**Run 1: M2 wires**

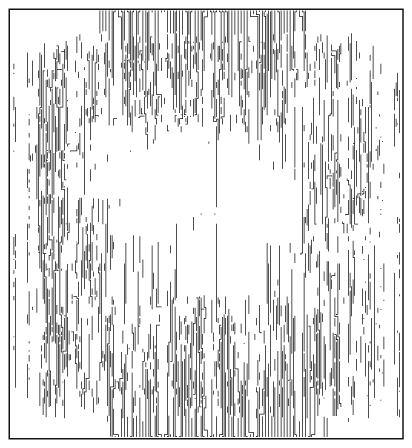
**Run 1: logic cells by family**

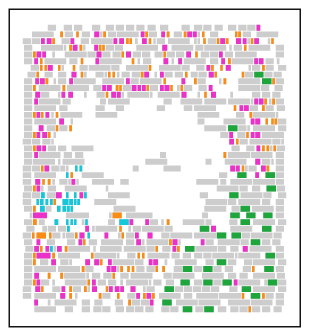
**Run 1: cell sizes after repair**

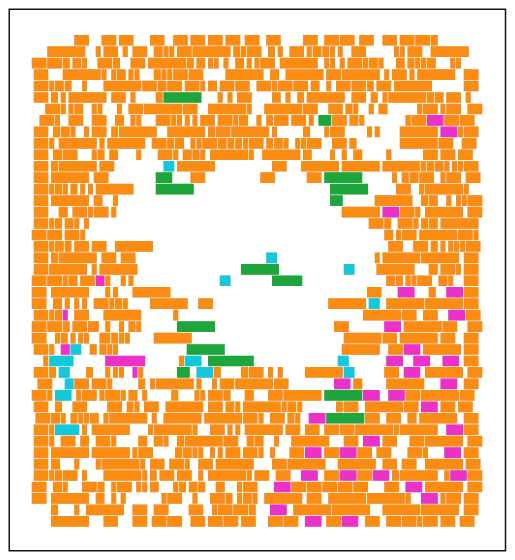
File: config.mk
export PLATFORM = sky130hd
export DESIGN_NAME = alu_arbiter_flat
export DESIGN_NICKNAME = d
export VERILOG_FILES = /design/src/rtl/alu_arbiter_if.sv /design/src/rtl/alu_arbiter.sv /design/src/flat_wrapper.sv
export SDC_FILE = /design/constraint.sdc
export NUM_CORES = 1
export LEC_CHECK = 0
export ABC_AREA = 1
export ABC_CLOCK_PERIOD_IN_PS = 4400
export CORE_ASPECT_RATIO = 1.1
export CORE_MARGIN = 5
export CORE_UTILIZATION = 39
export CTS_CLUSTER_SIZE = 28
export DETAILED_ROUTE_END_ITERATION = 16
export PLACE_DENSITY = 0.88
export SETUP_SLACK_MARGIN = 0.02
export SYNTH_ARGS = -nofsm -noshare
export SYNTH_HDL_FRONTEND = slang
export SYNTH_SLANG_ARGS = --single-unit
File: constraint.sdc
create_clock -name clk -period 4.4 [get_ports clk]
set_input_delay 0.66 -clock clk [delete_from_list [all_inputs] [get_ports clk]]
set_output_delay 0.66 -clock clk [all_outputs]
set_load 0.01 [all_outputs]
File: src/rtl/alu_arbiter_if.sv
// Bundle of requester, shared-ALU and response signals around alu_arbiter.
// The arbiter uses the slave modport; the requesters/ALU/consumer side uses master.
interface alu_arbiter_if #(
    parameter int unsigned WIDTH = 32
);
    logic             req0_valid;
    logic             req0_ready;
    logic [WIDTH-1:0] req0_a;
    logic [WIDTH-1:0] req0_b;
    logic [3:0]       req0_ctrl;

    logic             req1_valid;
    logic             req1_ready;
    logic [WIDTH-1:0] req1_a;
    logic [WIDTH-1:0] req1_b;
    logic [3:0]       req1_ctrl;

    logic [WIDTH-1:0] alu_a;
    logic [WIDTH-1:0] alu_b;
    logic [3:0]       alu_ctrl;
    logic [WIDTH-1:0] alu_result;
    logic             alu_zero;

    logic             rsp_valid;
    logic             rsp_ready;
    logic             rsp_id;
    logic [WIDTH-1:0] rsp_result;
    logic             rsp_zero;
    logic             rsp_illegal;
    logic             busy;

    modport slave (
        input  req0_valid, req0_a, req0_b, req0_ctrl,
        input  req1_valid, req1_a, req1_b, req1_ctrl,
        input  alu_result, alu_zero, rsp_ready,
        output req0_ready, req1_ready,
        output alu_a, alu_b, alu_ctrl,
        output rsp_valid, rsp_id, rsp_result, rsp_zero, rsp_illegal, busy
    );

    modport master (
        output req0_valid, req0_a, req0_b, req0_ctrl,
        output req1_valid, req1_a, req1_b, req1_ctrl,
        output alu_result, alu_zero, rsp_ready,
        input  req0_ready, req1_ready,
        input  alu_a, alu_b, alu_ctrl,
        input  rsp_valid, rsp_id, rsp_result, rsp_zero, rsp_illegal, busy
    );
endinterface

File: src/rtl/alu_arbiter.sv
// Round-robin arbiter sharing one combinational ALU between two requesters.
// Each operation runs IDLE -> EXEC -> RESP; one operation is in flight at a time.
module alu_arbiter #(
    parameter int unsigned WIDTH = 32
) (
    input  logic          clk,
    input  logic          reset,
    alu_arbiter_if.slave  bus
);

    typedef enum logic [1:0] {StIdle, StExec, StResp} state_e;

    state_e           state_q, state_d;
    logic             last_q;
    logic [WIDTH-1:0] a_q, b_q, result_q;
    logic [3:0]       ctrl_q;
    logic             id_q, illegal_q, zero_q;

    logic             grant0, grant1, accept;
    logic [WIDTH-1:0] sel_a, sel_b;
    logic [3:0]       sel_ctrl;
    logic             sel_illegal;

    always_comb begin
        state_d = state_q;
        grant0  = 1'b0;
        grant1  = 1'b0;
        unique case (state_q)
            StIdle: begin
                // last_q = 1 means requester 1 won last, so requester 0 has priority
                if (bus.req0_valid && (!bus.req1_valid || last_q)) begin
                    grant0 = 1'b1;
                end else if (bus.req1_valid) begin
                    grant1 = 1'b1;
                end
                if (grant0 || grant1) begin
                    state_d = StExec;
                end
            end
            StExec: state_d = StResp;
            StResp: begin
                if (bus.rsp_ready) begin
                    state_d = StIdle;
                end
            end
            default: state_d = StIdle;
        endcase
    end

    assign accept      = grant0 | grant1;
    assign sel_a       = grant1 ? bus.req1_a : bus.req0_a;
    assign sel_b       = grant1 ? bus.req1_b : bus.req0_b;
    assign sel_ctrl    = grant1 ? bus.req1_ctrl : bus.req0_ctrl;
    assign sel_illegal = !(sel_ctrl inside {4'b0010, 4'b0110, 4'b0000, 4'b0001});

    always_ff @(posedge clk or posedge reset) begin
        if (reset) begin
            state_q   <= StIdle;
            last_q    <= 1'b1;
            a_q       <= '0;
            b_q       <= '0;
            ctrl_q    <= '0;
            id_q      <= 1'b0;
            illegal_q <= 1'b0;
            result_q  <= '0;
            zero_q    <= 1'b0;
        end else begin
            state_q <= state_d;
            if (accept) begin
                last_q    <= grant1;
                a_q       <= sel_a;
                b_q       <= sel_b;
                ctrl_q    <= sel_ctrl;
                id_q      <= grant1;
                illegal_q <= sel_illegal;
            end
            if (state_q == StExec) begin
                result_q <= bus.alu_result;
                zero_q   <= bus.alu_zero;
            end
        end
    end

    // Reset gates the grant so nothing is offered while the async reset is held.
    assign bus.req0_ready  = grant0 & ~reset;
    assign bus.req1_ready  = grant1 & ~reset;

    assign bus.alu_a       = (state_q == StExec) ? a_q : '0;
    assign bus.alu_b       = (state_q == StExec) ? b_q : '0;
    assign bus.alu_ctrl    = (state_q == StExec) ? ctrl_q : 4'b0000;

    assign bus.rsp_valid   = (state_q == StResp);
    assign bus.rsp_id      = id_q;
    assign bus.rsp_result  = result_q;
    assign bus.rsp_zero    = zero_q;
    assign bus.rsp_illegal = illegal_q;
    assign bus.busy        = (state_q != StIdle);

endmodule

File: src/flat_wrapper.sv
// flat-port wrapper written by rule: the top's interface ports become plain ports
module alu_arbiter_flat 
#(
    parameter int unsigned WIDTH = 32
)
  (clk, reset, bus_req0_valid, bus_req0_a, bus_req0_b, bus_req0_ctrl, bus_req1_valid, bus_req1_a, bus_req1_b, bus_req1_ctrl, bus_alu_result, bus_alu_zero, bus_rsp_ready, bus_req0_ready, bus_req1_ready, bus_alu_a, bus_alu_b, bus_alu_ctrl, bus_rsp_valid, bus_rsp_id, bus_rsp_result, bus_rsp_zero, bus_rsp_illegal, bus_busy);
  alu_arbiter_if #(.WIDTH(WIDTH)) bus_i ();
  input  logic clk;
  input  logic reset;
  input wire logic [$bits(bus_i.req0_valid)-1:0] bus_req0_valid;
  input wire logic [$bits(bus_i.req0_a)-1:0] bus_req0_a;
  input wire logic [$bits(bus_i.req0_b)-1:0] bus_req0_b;
  input wire logic [$bits(bus_i.req0_ctrl)-1:0] bus_req0_ctrl;
  input wire logic [$bits(bus_i.req1_valid)-1:0] bus_req1_valid;
  input wire logic [$bits(bus_i.req1_a)-1:0] bus_req1_a;
  input wire logic [$bits(bus_i.req1_b)-1:0] bus_req1_b;
  input wire logic [$bits(bus_i.req1_ctrl)-1:0] bus_req1_ctrl;
  input wire logic [$bits(bus_i.alu_result)-1:0] bus_alu_result;
  input wire logic [$bits(bus_i.alu_zero)-1:0] bus_alu_zero;
  input wire logic [$bits(bus_i.rsp_ready)-1:0] bus_rsp_ready;
  output wire logic [$bits(bus_i.req0_ready)-1:0] bus_req0_ready;
  output wire logic [$bits(bus_i.req1_ready)-1:0] bus_req1_ready;
  output wire logic [$bits(bus_i.alu_a)-1:0] bus_alu_a;
  output wire logic [$bits(bus_i.alu_b)-1:0] bus_alu_b;
  output wire logic [$bits(bus_i.alu_ctrl)-1:0] bus_alu_ctrl;
  output wire logic [$bits(bus_i.rsp_valid)-1:0] bus_rsp_valid;
  output wire logic [$bits(bus_i.rsp_id)-1:0] bus_rsp_id;
  output wire logic [$bits(bus_i.rsp_result)-1:0] bus_rsp_result;
  output wire logic [$bits(bus_i.rsp_zero)-1:0] bus_rsp_zero;
  output wire logic [$bits(bus_i.rsp_illegal)-1:0] bus_rsp_illegal;
  output wire logic [$bits(bus_i.busy)-1:0] bus_busy;
  assign bus_i.req0_valid = bus_req0_valid;
  assign bus_i.req0_a = bus_req0_a;
  assign bus_i.req0_b = bus_req0_b;
  assign bus_i.req0_ctrl = bus_req0_ctrl;
  assign bus_i.req1_valid = bus_req1_valid;
  assign bus_i.req1_a = bus_req1_a;
  assign bus_i.req1_b = bus_req1_b;
  assign bus_i.req1_ctrl = bus_req1_ctrl;
  assign bus_i.alu_result = bus_alu_result;
  assign bus_i.alu_zero = bus_alu_zero;
  assign bus_i.rsp_ready = bus_rsp_ready;
  assign bus_req0_ready = bus_i.req0_ready;
  assign bus_req1_ready = bus_i.req1_ready;
  assign bus_alu_a = bus_i.alu_a;
  assign bus_alu_b = bus_i.alu_b;
  assign bus_alu_ctrl = bus_i.alu_ctrl;
  assign bus_rsp_valid = bus_i.rsp_valid;
  assign bus_rsp_id = bus_i.rsp_id;
  assign bus_rsp_result = bus_i.rsp_result;
  assign bus_rsp_zero = bus_i.rsp_zero;
  assign bus_rsp_illegal = bus_i.rsp_illegal;
  assign bus_busy = bus_i.busy;
  alu_arbiter #(.WIDTH(WIDTH)) u_core (.clk(clk), .reset(reset), .bus(bus_i));
endmodule
==> flow_metrics.tcl, run 1 <==
# metrics dict for downstream scripts
set metrics [dict create \
    drive_gt1_share_pct 8.262 \
    async_flop_share_pct 100.0 \
    core_area_sq_mm 0.01254 \
    rrSetupSlack_ns 2.20 \
    grt_pass1_wl_microns 25030 \
    cts_repair_resize_count 0 \
    sequentialPower_mw 1.68 \
    syn_area_per_cell_sq_um 8.895 \
    powerClk_uw 837 \
    htreeDepth 3 \
    seq_share_pct 32.57 \
    final_cells 980 \
    fin_area_sq_mm 0.008148 \
    rows 43 \
    grt_usage_pct 20.64 \
    fmax_ghz 0.3321 \
    grt_max_degree 85 \
    cp_top_family "buffers and inverters" \
    drt_iter0_drc 323 \
    critPathBufInv 3 \
    dp_cells 964 \
    cap_violations 0 \
    via_per_inst 4.937 \
    status "complete, no violations" \
    r2r_end "u_core.b_q[23]" \
    hold_viol 0 \
    preCtsSetupSlack_ns 1.560 \
    yosysMostFrequentCell "nor2_1" \
    synth_flop_count 106 \
    cts_tree "done" \
]
About 'M2 wires':
- longest straight run: 45.6 microns
- share of all routed wire: 51%
- nets with wire on the layer: 840
- main direction: vertical

About 'logic cells by family':
- mux cells: green (cells 33; most used mux2_2)
- nor cells: orange (cells 139; most used nor2_1; where spread over the die)
- aoi and oai cells: magenta (cells 135; most used o21ai_0; where spread over the die)
- nand cells: cyan (cells 29; most used nand2_1; where west)

About 'cell sizes after repair':
- x2: magenta (cells 38; share 4.6%; most used mux2_2)
- x3 and x4: cyan (cells 15; share 1.8%; most used buf_4)
- x1 and smaller: orange (cells 755; share 92%; most used clkdlybuf4s50_1)
- x6 and larger: green (cells 15; share 1.8%; most used clkbuf_16)

==> inputs of run 2 (changes only) <==
ABC_CLOCK_PERIOD_IN_PS = 2780   (was 4400)
clock period = 2.78 ns   (was 4.4 ns; I/O delays follow)
**Run 2: logic cells by family**

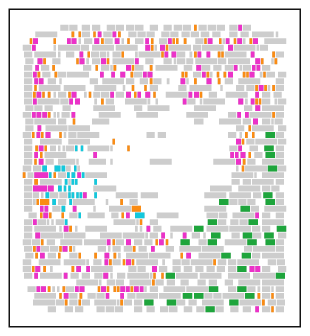
logic share of the area: 22.35%
fin cells: 979

==> run 2 against run 1 <==
Final area grew 0.29%. Combinational power grew 61%. Clock power grew 47%. Sequential share of layout area shrank 0.095 points. Register-to-register slack lost 1.4 ns. Area after synthesis is the same. Utilization grew 0.19 points. Sequential power grew 58%. First-iteration DRC count grew 16%. Clock-buffer cell count grew 2. Power grew 58%. Highest routed layer unchanged.
==> flow_metrics.tcl, run 2 <==
# metrics dict for downstream scripts
set metrics [dict create \
    status "complete, no violations" \
    seq_share_pct 32.48 \
    cp_top_family "buffers and inverters" \
    preCtsSetupSlack_ns 0.3688 \
    grt_max_degree 107 \
    fin_area_sq_mm 0.008172 \
    htreeDepth 3 \
    core_area_sq_mm 0.01254 \
    drt_iter0_drc 375 \
    cts_repair_resize_count 0 \
    rrSetupSlack_ns 0.85 \
    grt_pass1_wl_microns 24710 \
    sequentialPower_mw 2.65 \
    async_flop_share_pct 100.0 \
    r2r_end "u_core.bus.rsp_illegal" \
    fmax_ghz 0.4045 \
    rows 43 \
    dp_cells 963 \
    grt_usage_pct 20.16 \
    cts_tree "done" \
    syn_area_per_cell_sq_um 8.895 \
    cap_violations 0 \
    yosysMostFrequentCell "nor2_1" \
]
**Run 2: clock nets**

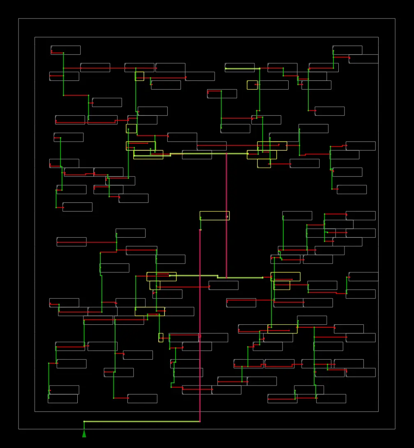
seq_cells: 106
worst setup skew after layout: 0.006109 ns
CLK BUF: 11
Clk power: 1.23 mW

==> inputs of run 3 (changes only) <==
CELL_PAD_IN_SITES_DETAIL_PLACEMENT = 1   (was not set)
CELL_PAD_IN_SITES_GLOBAL_PLACEMENT = 1   (was not set)
CORE_UTILIZATION = 27   (was 39)
PLACE_DENSITY = not set   (was 0.88)
PLACE_DENSITY_LB_ADDON = 0.1   (was not set)
**Run 3: clock nets**

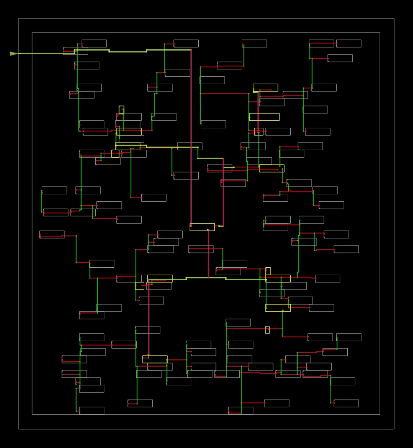
TritonCTS Buffers: 9
Clk power: 1.30 mW
CTS Sinks: 106
CLK BUF: 10

==> run 3 against run 2 <==
Highest routed layer unchanged. Combinational power increased by 1%. Sequential share of layout area shrank 0.53 points. Non-clock buffer count is 4 higher. Clock skew up 0.0060 ns. Setup slack got worse by 0.16 ns. Via count grew 1.6%. Flip-flop count unchanged. Largest power group unchanged. Synthesized cell count unchanged. Largest cell class unchanged. Wire length up 18%. Critical path type unchanged. Register-to-register slack got worse by 0.11 ns. Final cell count is 9.4% higher. Clock-buffer cell count fell by 1. Critical endpoint is now bus_alu_ctrl[3].
==> flow_metrics.tcl, run 3 <==
# metrics dict for downstream scripts
set metrics [dict create \
    fin_crit_sh_pct 94.70 \
    dpl.hpwl_microns 14130 \
    drive_gt1_share_pct 8.475 \
    cts_tree "done" \
    status "complete, no violations" \
    hold_viol 0 \
    critPathBufInv 3 \
    core_area_sq_mm 0.01822 \
    cp_top_family "buffers and inverters" \
    htreeDepth 3 \
    comb_area_sq_mm 0.001827 \
    finClkSkew_ns 0.01209 \
    rrSetupSlack_ns 0.74 \
    final_cells 1071 \
    async_flop_share_pct 100.0 \
    top_usage_layer "met2" \
    cap_violations 0 \
    rows 52 \
    grt_usage_pct 17.51 \
    synth.top_cell.area_share_pct 53.03 \
    fmax_ghz 0.3799 \
    yosysMostFrequentCell "nor2_1" \
    fin_area_sq_mm 0.008308 \
    sequentialPower_mw 2.66 \
    grt_max_degree 91 \
    grt_pass1_wl_microns 29770 \
    seq_share_pct 31.94 \
    synth_flop_count 106 \
    seqCellArea_sq_mm 0.002654 \
]
**Run 3: M2 wires**

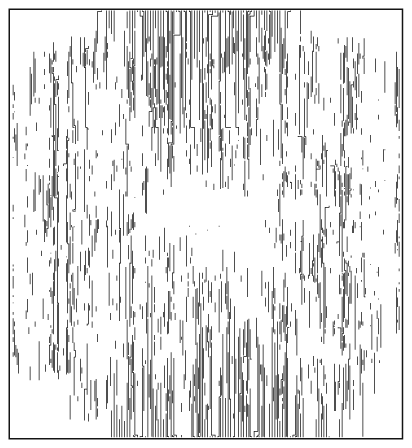
- main direction: vertical
- longest straight run: 58.2 microns
- wire length on this layer: 9460 microns
- share of all routed wire: 50%

Power is estimated from default activity; no workload was simulated.
